**Routing congestion**

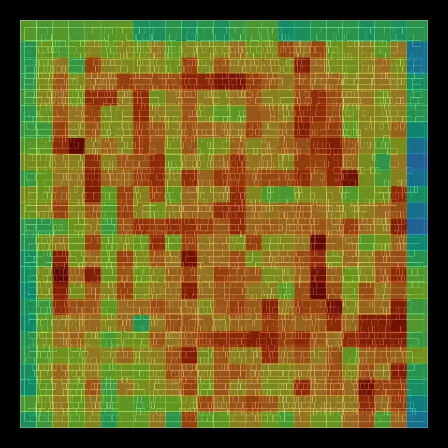
**Placement by cell class**

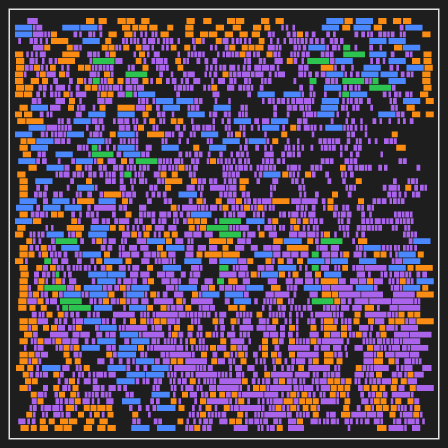
**Sequential cells colored by netlist name**

Other sequential cells in the stronger gray, the rest of the logic in the fainter gray.
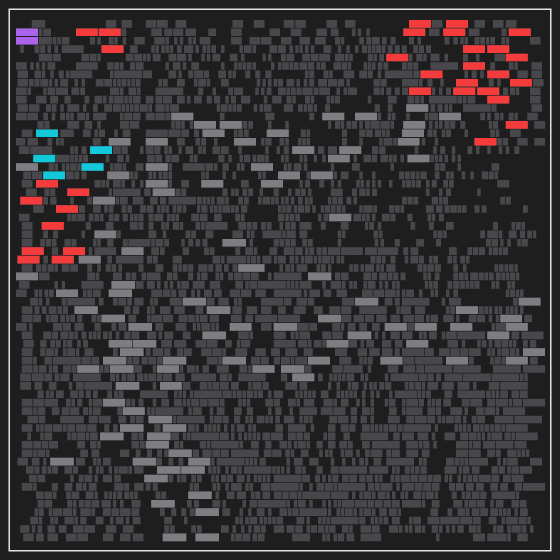
Design exe_div_sequencer, sky130hd; sources not shown.
==> flow report <==
LAYOUT
----------------------------------------------------------------------------------
Combinational cell area excluding buffers and inverters .............     9530 µm²
Layout-stage area growth over the synthesis result ..................        48.0%
Share of final-layout standard cells stronger than drive strength 1 .        0.316
Most common cell after layout, fill and taps aside ..................      nand2_1
Antenna Cells .......................................................            0
Commonest non-fill, non-tap cells in the layout ..................... 485 x nand2_1, 339 x buf_4, 224 x inv_1

FLOORPLANNING
----------------------------------------------------------------------------------
Total core area .....................................................    28900 µm²
Floorplan Utilization ...............................................        0.438
Horiz. Die Dim ......................................................       174 µm
IO Count ............................................................          108

TIMING
----------------------------------------------------------------------------------
Worst max-slew margin expressed relative to the limit ...............        0.631
Count of endpoints failing hold in the final timing report ..........            0
Final tally of max-slew violations ..................................            0
Finish-stage setup viols ............................................           31
Final worst slack ...................................................    -0.106 ns
Total negative slack ................................................     -2.26 ns
Highest attainable clock frequency ..................................    0.453 GHz
Actual slew at the worst max-slew pin ...............................     0.548 ns
Final period util ...................................................         1.05

SYNTH
----------------------------------------------------------------------------------
Tally of yosys warning messages .....................................            0
Fraction of registers with async set/reset ..........................            0
Synth top area share ................................................        0.222
Top area cell types ................................................. dfxtp_1 22%, nand2_1 16%, nand3_1 8.5%, inv_1 7.6%, nor2_1 5.6%
Number of nets produced by synthesis ................................         2211
Netlist Area Pre-Place ..............................................    12600 µm²
Top FF cell, synth ..................................................      dfxtp_1
Post-synthesis cell type count ......................................           51
Area of the synthesized netlist per yosys stat ......................    12600 µm²

HOLD PATH
----------------------------------------------------------------------------------
Hold crit path type ................................................. input pin to flip-flop

DETAILED ROUTING
----------------------------------------------------------------------------------
Total vias in the final route .......................................        15600
Vias per Instance ...................................................         5.34
Number of detailed-routing iterations run before antenna repair .....            8
Total wire length after detailed routing ............................      50.1 mm

CLOCKING
----------------------------------------------------------------------------------
H-tree levels .......................................................            4
# clock sinks .......................................................          140
Clk latency late pin ................................................      0.45 ns
CTS tree ............................................................         done
Number of buffers on the longest clock path .........................            2
Clock slew seen by the registers of the worst setup and hold paths ..      0.07 ns

CRITICAL PATH
----------------------------------------------------------------------------------
Worst-path cell with the longest stage delay ........................       nor4_4
Arrival time reported for the critical path endpoint ................      2.52 ns
Critical path required time .........................................      2.41 ns
CP Cell Sequence .................................................... inv_4 > ha_4 > buf_6 > nand2_4 > inv_4 > nand2_4 > nor4_4 > nand2_8 > nand2_8 > buf_6 > nand2_2 > nand3_2 > a21oi_2
Critical path fanouts, max ..........................................            8

GLOBAL ROUTING
----------------------------------------------------------------------------------
Pin count of the biggest net entering global routing ................           67
Total congestion overflow after global routing ......................            0
Combined global-route utilization of all metal layers ...............        0.321
Via count of the first global-routing pass ..........................        14400

OUTCOME
----------------------------------------------------------------------------------
Violated checks ..................................................... negative setup slack
Result of the run ................................................... finished with violations

POWER AND IR DROP
----------------------------------------------------------------------------------
Fraction of power spent switching nets ..............................        0.374
Power share of the combinational group ..............................        0.398
Int Power ...........................................................    0.00592 W
Net switching power figure ..........................................    0.00354 W
Leakage power figure ................................................      8.82 nW
Power Total .........................................................    0.00946 W

PLACEMENT
----------------------------------------------------------------------------------
DP Wirelength .......................................................      38.2 mm
Number of port buffers ..............................................          107
Worst Setup Slack post-DPL ..........................................    -0.335 ns
Final Wtd Congestion ................................................        0.980

Back to the opening pictures, 'routing congestion':
routing usage on met3: 0.0746
M1 GR Usage: 0.444
met2 track demand over resource in global routing: 0.491
fin util: 0.649
average wire length per cell after detail routing: 17.2 µm

Back to the opening pictures, 'placement by cell class':
flip-flops: shown in blue, cells 140, share of their area 16%. clock drivers and dummy loads: shown in green, cells 32, share of their area 3.0%. all other logic: shown in purple, cells 1875, share of their area 58%. other buffers and delay cells: shown in orange, cells 483, share of their area 23%.
Core Rows: 62
share of cell area taken by flip-flops and latches: 0.153
post-route cell area: 18700 µm²

Back to the opening pictures, 'sequential cells colored by netlist name':
state_q: shown in purple, sequential cells 2. cnt_q: shown in cyan, sequential cells 5, where top left. res: shown in red, sequential cells 32.
Another 101 sequential cells are not colored.
flip-flop and latch area: 2860 µm²
total sequential power: 0.00275 W

## timing repair
item,4_1_cts,5_1_grt
gates resized,172,179
pin swaps,33,57
setup endpoints to repair,42,60
cloned,3,1
setup buffers,21,21
## layout make-up
type | count | share of cell area
clock buffer | 17 | 0.0227
clock inverter | 15 | 0.00675
inverter | 278 | 0.0579
tap | 384 | 0.0257
sequential | 140 | 0.153
timing repair buffer | 483 | 0.225
multi-input combinational | 1597 | 0.509
## power by group through the flow
stage	Sequential [W]	Combinational [W]	Clock, W
after floorplan	0.00279	0.00172	0
after global placement	0.00280	0.00282	0
after detailed placement	0.00280	0.00283	0
after CTS	0.00275	0.00332	0.00299
after global routing	0.00275	0.00402	0.00309
final	0.00275	0.00377	0.00294
## per-stage QoR
stage | cell area, µm² | hold slack [ns]
after detailed placement | 16400 | 0.454
after floorplan | 12600 | 0.348
after global placement | 16400 | 0.454
after global routing | 18700 | 0.154
final | 18700 | 0.155
after CTS | 18000 | 0.127
## synthesized netlist by cell type, drive strengths merged (9+ instances only)
cell type    n
a21oi      165
a31oi       26
buf         41
clkbuf      42
dfxtp      140
ha          41
inv        277
nand2      569
nand3      270
nand4       27
nor2       210
nor3        18
o211ai      12
o21ai      138
o21bai       9
o22ai       10
xnor2       24
xor2        36
## routing by layer
metal,share of wire,vias to the layer above,GRT usage
met1,0.46,7159,0.444
met3,0.081,85,0.0746
met5,0,-,0
li1,-,7700,-
met4,0.030,0,0.104
met2,0.43,615,0.491
## cells by family after synthesis
group                      count (synthesis)  share of synthesized area
AOI/OAI and AO/OA                        377                      0.168
xor gates and xnor gates                  60                     0.0416
adders and majority gates                 42                     0.0422
buffers and inverters                    361                      0.118
DFF                                      140                      0.222
and+or+nand+nor                         1117                      0.408
## worst max-delay path, delay by kind of cell, from the launching register on
kind / cells / cell delay (ns)
adder cells (fa/ha/maj): 1 / 0.29
AND-OR/OR-AND: 1 / 0.05
AND/OR/NAND/NOR: 7 / 0.99
flip-flops: 1 / 0.34
buffers and inverters: 4 / 0.39
No activity file was given, so power comes from the tool's default toggle rates.
